Figure 1. Clock routing.
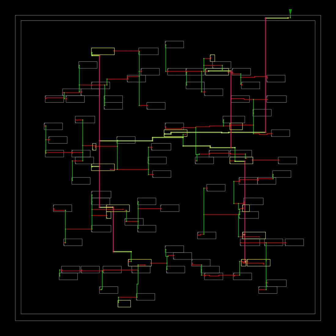
Figure 2. Cell sizes after repair.
Bar = 20 um.
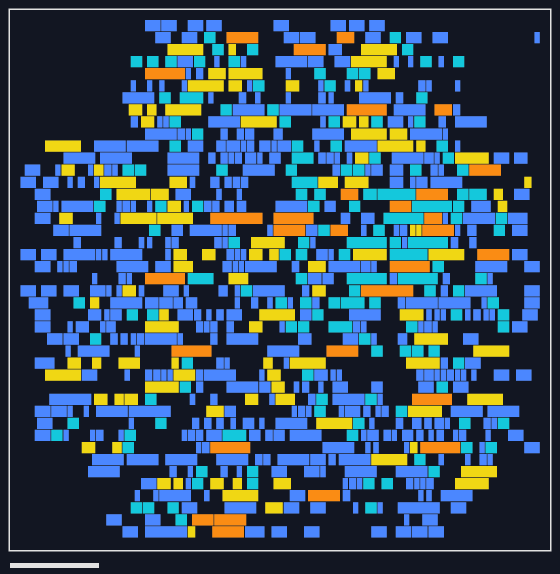
Figure 3. I/O pins on the die edge.
Pins as bars across the die edge, other pins in grey.
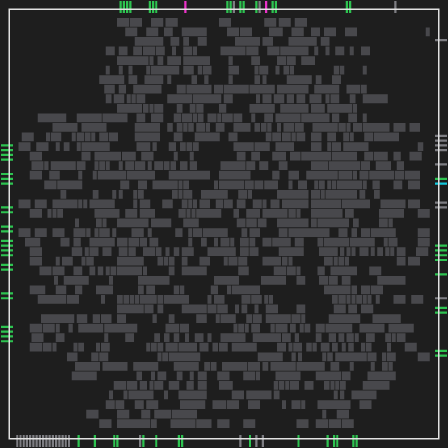
Figure 4. Routed clock nets over the placement.
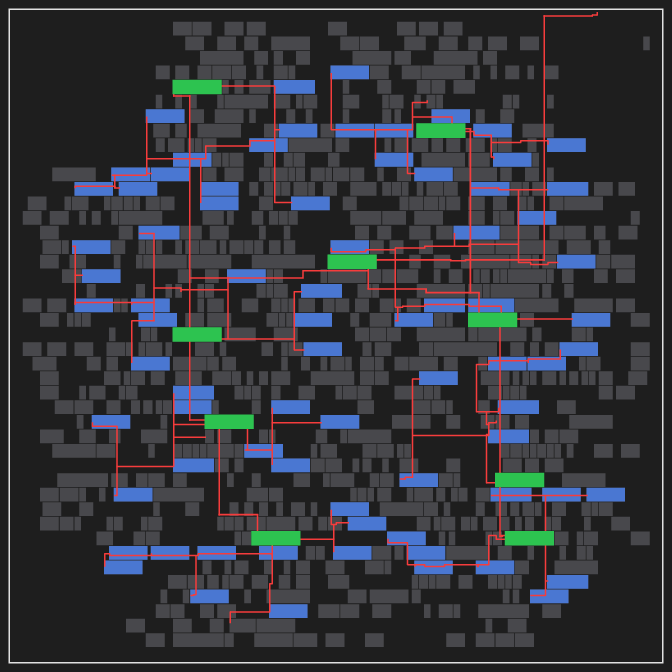
[src/rtl/cpu_dbg_pkg.sv]
// Shared types and constants for the CPU debug probe.
package cpu_dbg_pkg;

    localparam int unsigned DBG_OUT_W = 8;

    typedef enum logic {
        ST_IDLE = 1'b0,
        ST_SCAN = 1'b1
    } probe_state_e;

    // Select-field width: clog2(n), never narrower than one bit.
    function automatic int unsigned sel_width(input int unsigned n);
        return (n > 1) ? $clog2(n) : 1;
    endfunction

endpackage

[src/rtl/cpu_dbg_byte_sel.sv]
// Combinational channel/byte extractor; any select outside the populated
// channels or bytes yields 0x00.
module cpu_dbg_byte_sel
    import cpu_dbg_pkg::*;
#(
    parameter int unsigned NUM_CH = 4,
    parameter int unsigned CH_W   = 16
) (
    input  logic [NUM_CH*CH_W-1:0]           data_i,
    input  logic [sel_width(NUM_CH)-1:0]     ch_sel_i,
    input  logic [sel_width(CH_W/8)-1:0]     byte_sel_i,
    output logic [DBG_OUT_W-1:0]             byte_o
);

    localparam int unsigned BYTES  = CH_W / 8;
    localparam int unsigned SEL_W  = sel_width(NUM_CH);
    localparam int unsigned BSEL_W = sel_width(BYTES);

    // Full decode so unmatched (out-of-range) selects fall through to zero.
    always_comb begin
        byte_o = '0;
        for (int unsigned ch = 0; ch < NUM_CH; ch++) begin
            for (int unsigned b = 0; b < BYTES; b++) begin
                if (ch_sel_i == SEL_W'(ch) && byte_sel_i == BSEL_W'(b)) begin
                    byte_o = data_i[ch*CH_W + b*DBG_OUT_W +: DBG_OUT_W];
                end
            end
        end
    end

endmodule

[src/rtl/cpu_debug_probe.sv]
// CPU debug probe: live/snapshot byte observation plus a serial snapshot dump.
// Optional channel-0 trigger is enabled by defining PROBE_TRIGGER_EN.
module cpu_debug_probe
    import cpu_dbg_pkg::*;
#(
    parameter int unsigned NUM_CH = 4,
    parameter int unsigned CH_W   = 16
) (
    input  logic                             clk,
    input  logic                             rst,
    input  logic [NUM_CH*CH_W-1:0]           ch_data,
    input  logic [sel_width(NUM_CH)-1:0]     ch_sel,
    input  logic [sel_width(CH_W/8)-1:0]     byte_sel,
    input  logic                             mode,
    input  logic                             capture,
    input  logic                             scan_start,
    input  logic [CH_W-1:0]                  trig_val,
    input  logic                             trig_clr,
    output logic [DBG_OUT_W-1:0]             dbg_out,
    output logic                             dbg_valid,
    output logic                             busy,
    output logic                             trig_hit
);

    localparam int unsigned BYTES = CH_W / 8;
    localparam int unsigned TOTAL = NUM_CH * BYTES;
    localparam int unsigned IDX_W = sel_width(TOTAL);
    localparam logic [IDX_W-1:0] LAST_IDX = IDX_W'(TOTAL - 1);

    probe_state_e              state_q, state_d;
    logic [IDX_W-1:0]          idx_q, idx_d;
    logic [NUM_CH*CH_W-1:0]    snap_q, snap_d;
    logic [DBG_OUT_W-1:0]      dbg_out_q, dbg_out_d;
    logic                      dbg_valid_q, dbg_valid_d;
    logic                      trig_q, trig_d;
    logic                      trig_fire;

    logic [DBG_OUT_W-1:0]      live_byte;
    logic [DBG_OUT_W-1:0]      snap_byte;
    logic [DBG_OUT_W-1:0]      scan_byte;

    cpu_dbg_byte_sel #(
        .NUM_CH (NUM_CH),
        .CH_W   (CH_W)
    ) u_live_sel (
        .data_i     (ch_data),
        .ch_sel_i   (ch_sel),
        .byte_sel_i (byte_sel),
        .byte_o     (live_byte)
    );

    cpu_dbg_byte_sel #(
        .NUM_CH (NUM_CH),
        .CH_W   (CH_W)
    ) u_snap_sel (
        .data_i     (snap_q),
        .ch_sel_i   (ch_sel),
        .byte_sel_i (byte_sel),
        .byte_o     (snap_byte)
    );

    // Scan order is the snapshot's own byte order, so a flat byte index
    // works for any BYTES, including non-powers of two.
    always_comb begin
        scan_byte = '0;
        for (int unsigned i = 0; i < TOTAL; i++) begin
            if (idx_q == IDX_W'(i)) begin
                scan_byte = snap_q[i*DBG_OUT_W +: DBG_OUT_W];
            end
        end
    end

`ifdef PROBE_TRIGGER_EN
    // Sticky channel-0 trigger; clear wins over a same-cycle match and
    // suppresses that match's snapshot load as well.
    always_comb begin
        trig_d    = trig_q;
        trig_fire = 1'b0;
        if (trig_clr) begin
            trig_d = 1'b0;
        end else if (state_q == ST_IDLE && !trig_q &&
                     ch_data[CH_W-1:0] == trig_val) begin
            trig_d    = 1'b1;
            trig_fire = 1'b1;
        end
    end
`else
    logic unused_trig_inputs;
    assign unused_trig_inputs = ^{trig_val, trig_clr};
    assign trig_d    = 1'b0;
    assign trig_fire = 1'b0;
`endif

    // Next-state and output decode for the IDLE/SCAN controller.
    always_comb begin
        state_d     = state_q;
        idx_d       = idx_q;
        snap_d      = snap_q;
        dbg_out_d   = dbg_out_q;
        dbg_valid_d = 1'b0;
        unique case (state_q)
            ST_IDLE: begin
                dbg_out_d = mode ? snap_byte : live_byte;
                if (scan_start) begin
                    snap_d  = ch_data;
                    idx_d   = '0;
                    state_d = ST_SCAN;
                end else if (capture || trig_fire) begin
                    snap_d = ch_data;
                end
            end
            ST_SCAN: begin
                dbg_out_d   = scan_byte;
                dbg_valid_d = 1'b1;
                if (idx_q == LAST_IDX) begin
                    idx_d   = '0;
                    state_d = ST_IDLE;
                end else begin
                    idx_d = idx_q + 1'b1;
                end
            end
            default: state_d = ST_IDLE;
        endcase
    end

    // State and output registers with synchronous reset.
    always_ff @(posedge clk) begin
        if (rst) begin
            state_q     <= ST_IDLE;
            idx_q       <= '0;
            snap_q      <= '0;
            dbg_out_q   <= '0;
            dbg_valid_q <= 1'b0;
            trig_q      <= 1'b0;
        end else begin
            state_q     <= state_d;
            idx_q       <= idx_d;
            snap_q      <= snap_d;
            dbg_out_q   <= dbg_out_d;
            dbg_valid_q <= dbg_valid_d;
            trig_q      <= trig_d;
        end
    end

    assign dbg_out   = dbg_out_q;
    assign dbg_valid = dbg_valid_q;
    assign busy      = (state_q == ST_SCAN);
    assign trig_hit  = trig_q;

endmodule

[config.mk]
export PLATFORM = sky130hd
export DESIGN_NAME = cpu_debug_probe
export DESIGN_NICKNAME = d
export VERILOG_FILES = /design/src/rtl/cpu_dbg_pkg.sv /design/src/rtl/cpu_dbg_byte_sel.sv /design/src/rtl/cpu_debug_probe.sv
export SDC_FILE = /design/constraint.sdc
export NUM_CORES = 1
export LEC_CHECK = 0
export CAP_MARGIN = 20
export CORE_MARGIN = 2
export CORE_UTILIZATION = 35
export CTS_CLUSTER_SIZE = 40
export DETAILED_ROUTE_END_ITERATION = 6
export GPL_ROUTABILITY_DRIVEN = 0
export PLACE_DENSITY_LB_ADDON = 0.12
export SYNTH_ARGS = -nofsm -noshare
export SYNTH_HDL_FRONTEND = slang
export SYNTH_HIERARCHICAL = 1
export SYNTH_SLANG_ARGS = --single-unit
[constraint.sdc]
create_clock -name clk -period 1.5 [get_ports clk]
set_input_delay 0.15 -clock clk [delete_from_list [all_inputs] [get_ports clk]]
set_output_delay 0.15 -clock clk [all_outputs]
set_load 0.02 [all_outputs]
==> run_summary.xml <==
<?xml version="1.0" encoding="UTF-8"?>
<metrics>
  <group name="run_status">
    <metric name="status" unit="">finished with violations</metric>
    <metric name="violations_in_the_final_reports" unit="">setup timing</metric>
  </group>
  <group name="setup_path">
    <metric name="critical_path_arrival" unit="ns">1.95</metric>
    <metric name="path_max_fanout" unit="">2</metric>
    <metric name="critical_path_required" unit="ns">1.73</metric>
    <metric name="crit_path_cells" unit="">mux4_2 &gt; mux2_4 &gt; mux2_4 &gt; o21ai_2 &gt; o211ai_1</metric>
    <metric name="worst_path_most_repeated_cell" unit="">sky130_fd_sc_hd__mux2_4</metric>
    <metric name="timing.critical_path.to_type" unit="">flop</metric>
    <metric name="critical-path-max-stage-delay" unit="ns">0.49</metric>
    <metric name="cp_top_family" unit="">multiplexers</metric>
    <metric name="critPathSlowestCell" unit="">sky130_fd_sc_hd__mux4_2</metric>
    <metric name="timing.setup.critical_path_class" unit="">reg -&gt; reg</metric>
    <metric name="crit_buf_inv" unit="">0</metric>
    <metric name="startpoint_types" unit="">flop</metric>
  </group>
  <group name="detailed_routing">
    <metric name="drt_wl_total" unit="mm">15.7</metric>
    <metric name="drtIter0Drc" unit="">312</metric>
    <metric name="remaining_drc_errors" unit="">0</metric>
    <metric name="detail_route.vias_per_cell" unit="">5.09</metric>
    <metric name="average_wire_per_cell_in_the_routed_design" unit="um">16.9</metric>
    <metric name="antenna_left" unit="">0</metric>
    <metric name="routed-via-count" unit="">4744</metric>
    <metric name="drtPass1Iterations" unit="">5</metric>
  </group>
  <group name="synthesis">
    <metric name="fraction_of_the_mapped_netlist_area_in_simple_logic_gates" unit="%">20.4</metric>
    <metric name="post_synth_xor_area_fraction" unit="%">0</metric>
    <metric name="synth.avg_cell_area" unit="um2">8.64</metric>
    <metric name="synthCells" unit="">562</metric>
    <metric name="mappedNetlistArea" unit="um2">4860</metric>
    <metric name="synth-compound-area-share" unit="%">17.9</metric>
    <metric name="yosys.cell_types.count" unit="">53</metric>
    <metric name="synth.logic.top_family" unit="">simple AND/OR/NAND/NOR gates</metric>
    <metric name="yosys_register_bits" unit="">77</metric>
    <metric name="synth.yosys.warnings" unit="">6</metric>
    <metric name="synthTopCellsByCount" unit="">sky130_fd_sc_hd__nand2_1, sky130_fd_sc_hd__dfxtp_1, sky130_fd_sc_hd__a21oi_1</metric>
    <metric name="ys_cells" unit="">562</metric>
    <metric name="post_synthesis_chip_area_from_yosys" unit="um2">4860</metric>
    <metric name="synth_async_sr_flop_share" unit="%">0</metric>
    <metric name="synth-edff-count" unit="">0</metric>
    <metric name="yosys_most_used_dff" unit="">sky130_fd_sc_hd__dfxtp_1</metric>
    <metric name="main_area_contributors_after_synthesis" unit="">sky130_fd_sc_hd__dfxtp_1, sky130_fd_sc_hd__nand2_1, sky130_fd_sc_hd__a21oi_1, sky130_fd_sc_hd__mux4_1, sky130_fd_sc_hd__mux4_2</metric>
    <metric name="fraction_of_the_yosys_area_taken_by_sequential_cells" unit="%">31.7</metric>
    <metric name="yosys.area.top_type" unit="">sky130_fd_sc_hd__dfxtp_1</metric>
    <metric name="post_synth_fa_ha_maj_area_fraction" unit="%">1.55</metric>
    <metric name="synth.area.mux_share" unit="%">19.9</metric>
    <metric name="synthesis.nets" unit="">657</metric>
    <metric name="top_cell" unit="">sky130_fd_sc_hd__nand2_1</metric>
    <metric name="portion_of_synthesized_cell_area_occupied_by_the_leading_cell_type" unit="%">31.7</metric>
  </group>
  <group name="clock_tree">
    <metric name="hold_buffer_count_at_cts" unit="">0</metric>
    <metric name="tritoncts_clock_tree" unit="">yes</metric>
    <metric name="h_tree_lvl_count" unit="">3</metric>
    <metric name="cts.clk_slew.worst_paths" unit="ns">0.06</metric>
    <metric name="cts-root-to-sink-buffers" unit="">2</metric>
    <metric name="cts_resized" unit="">53</metric>
    <metric name="clock_sink_count" unit="">77</metric>
    <metric name="cts_root_buf" unit="">sky130_fd_sc_hd__clkbuf_16</metric>
    <metric name="post-cts-setup-buffer-count" unit="">5</metric>
  </group>
  <group name="grt">
    <metric name="gr-usage-all-layers" unit="%">22.2</metric>
    <metric name="grt_max_degree" unit="">77</metric>
    <metric name="initial_antenna_violation_count" unit="">0</metric>
    <metric name="grt_pass1_wl" unit="mm">25.3</metric>
    <metric name="grt_remaining_overflow" unit="">0</metric>
    <metric name="vias_in_the_first_global_route" unit="">4764</metric>
  </group>
  <group name="sta">
    <metric name="aggregate_negative_setup_slack" unit="ns">-0.842</metric>
    <metric name="post-route-min-period" unit="ns">1.72</metric>
    <metric name="finalCritPeriodShare" unit="%">114</metric>
    <metric name="grt_setup_unrepaired" unit="">yes</metric>
    <metric name="final-setup-viol-count" unit="">8</metric>
    <metric name="report.final.slew_viol_count" unit="">0</metric>
    <metric name="hold_ws" unit="ns">0.132</metric>
    <metric name="final.setup.worst_slack" unit="ns">-0.217</metric>
    <metric name="hold_viol" unit="">0</metric>
    <metric name="maxClockFrequency" unit="MHz">583</metric>
  </group>
  <group name="die">
    <metric name="core_area" unit="um2">13700</metric>
    <metric name="rows" unit="">43</metric>
    <metric name="die_h" unit="um">122</metric>
    <metric name="die_area" unit="um2">14800</metric>
    <metric name="fp.dieW" unit="um">122</metric>
    <metric name="io-pin-count" unit="">100</metric>
    <metric name="initCoreUtil" unit="%">35.4</metric>
  </group>
  <group name="layout">
    <metric name="finalNetCount" unit="">842</metric>
    <metric name="area_growth" unit="%">48.6</metric>
    <metric name="nFillCells" unit="">1330</metric>
    <metric name="drive_gt1_share" unit="%">35.6</metric>
    <metric name="antennaDiodeCount" unit="">0</metric>
  </group>
  <group name="job">
    <metric name="stage_log_warnings" unit="">50</metric>
    <metric name="maxCapViolCount" unit="">0</metric>
  </group>
  <group name="hold_path">
    <metric name="hold_class" unit="">in -&gt; reg</metric>
  </group>
  <group name="placement">
    <metric name="hpwlAfterDp" unit="mm">11.4</metric>
    <metric name="port_buffer_count" unit="">81</metric>
  </group>
  <group name="pwr">
    <metric name="swShare" unit="%">28.6</metric>
    <metric name="max-vdd-ir-drop" unit="uV">596</metric>
    <metric name="combPwrFrac" unit="%">28.1</metric>
    <metric name="p_leak" unit="nW">2.97</metric>
    <metric name="power_in_sequential_cells" unit="mW">2.30</metric>
    <metric name="p_int" unit="mW">4.34</metric>
    <metric name="power_top_consumer" unit="">sequential cells</metric>
    <metric name="power.share.sequential" unit="%">37.8</metric>
    <metric name="power.switching" unit="mW">1.74</metric>
    <metric name="design_power_total" unit="mW">6.08</metric>
    <metric name="p_per_area" unit="nW/um2">842</metric>
    <metric name="pg_comb" unit="mW">1.71</metric>
  </group>
</metrics>
About Figure 1:
Final Skew: 0.00927 ns
power of the clock network: 2.07 mW
seq_cells: 77
final-layout clock buffer total: 12
total clock buffers created by CTS: 9

About Figure 2:
colour	size	cells	share
yellow	x2	97	13%
orange	x6 and larger	29	3.9%
blue	x1 and smaller	484	64%
cyan	x3 and x4	142	19%

About Figure 3:
colour	port	pins	direction	edge
cyan	`scan_start`	1	input	right
magenta	`ch_sel`	2	input	top
green	`ch_data`	64	input	23 left, 16 top, 15 bottom, 10 right

About Figure 4:
[red] clock wires | length: 1130 um
[green] clock-net drivers | count: 9
[blue] flip-flops | count: 77
routed clock nets	10
flops lie	spread over the die
clock latency of the later-clocked register in the worst-skew pair: 0.35 ns
fraction of power consumed by the clock network: 34.1%

final cells by class:
type / instances / area (um2) / share of cell area, %
multi-input combinational: 428 / 3040 / 42.2
timing repair buffer: 223 / 2080 / 28.8
sequential: 77 / 1560 / 21.6
clock buffer: 12 / 256 / 3.55
tap: 180 / 225 / 3.12
inverter: 8 / 30.0 / 0.416
clock inverter: 4 / 22.5 / 0.312
registers in the layout, summed over array words and instances, names as in the netlist:
register and flops:
dbg_valid 1, dbg_out 8, busy 1, idx_q 3
snap_q 64
through the flow:
stage          cell area [um2]  util [%]  cells  setup slack, ns
5_1_grt                   7220      52.6    932           -0.271
6_report                  7220      52.6    932           -0.217
2_1_floorplan             4920         -    562          -0.0710
4_1_cts                   7180      52.4    932           -0.165
3_3_place_gp              6640      48.4    909           -0.526
3_5_place_dp              6640      48.4    909           -0.529
cells in the final DEF (no fill, tap or decap), drive strengths merged, types with 13 or more instances in the layout:
| cell | instances |
|---|---|
| nand2 | 164 |
| buf | 143 |
| a21oi | 84 |
| dfxtp | 77 |
| clkdlybuf4s50 | 71 |
| mux4 | 26 |
| o21ai | 24 |
| mux2i | 19 |
| nor2 | 14 |
| mux2 | 13 |
layer usage:
layer  GRT usage [%]  vias to the layer above  share of wire (%)
li1                -                     2348                  -
met1            32.3                     2237                 47
met2            33.0                      138                 44
met3            3.89                       21                7.0
met4            7.76                        0                2.0
met5               0                        -                  0
path summary, 6_finish.rpt:
check                            startpoint          to  slack [ns]  cells after the start
worst min register to register   snap_q[17]  snap_q[17]        0.48                      2
worst max register to register   snap_q[28]  dbg_out[4]       -0.22                      5
worst min-delay path            ch_data[34]  snap_q[34]        0.13                      3
worst max-delay path             snap_q[28]  dbg_out[4]       -0.22                      5
Power figures rest on the tool's default switching activity, not on a simulated workload.
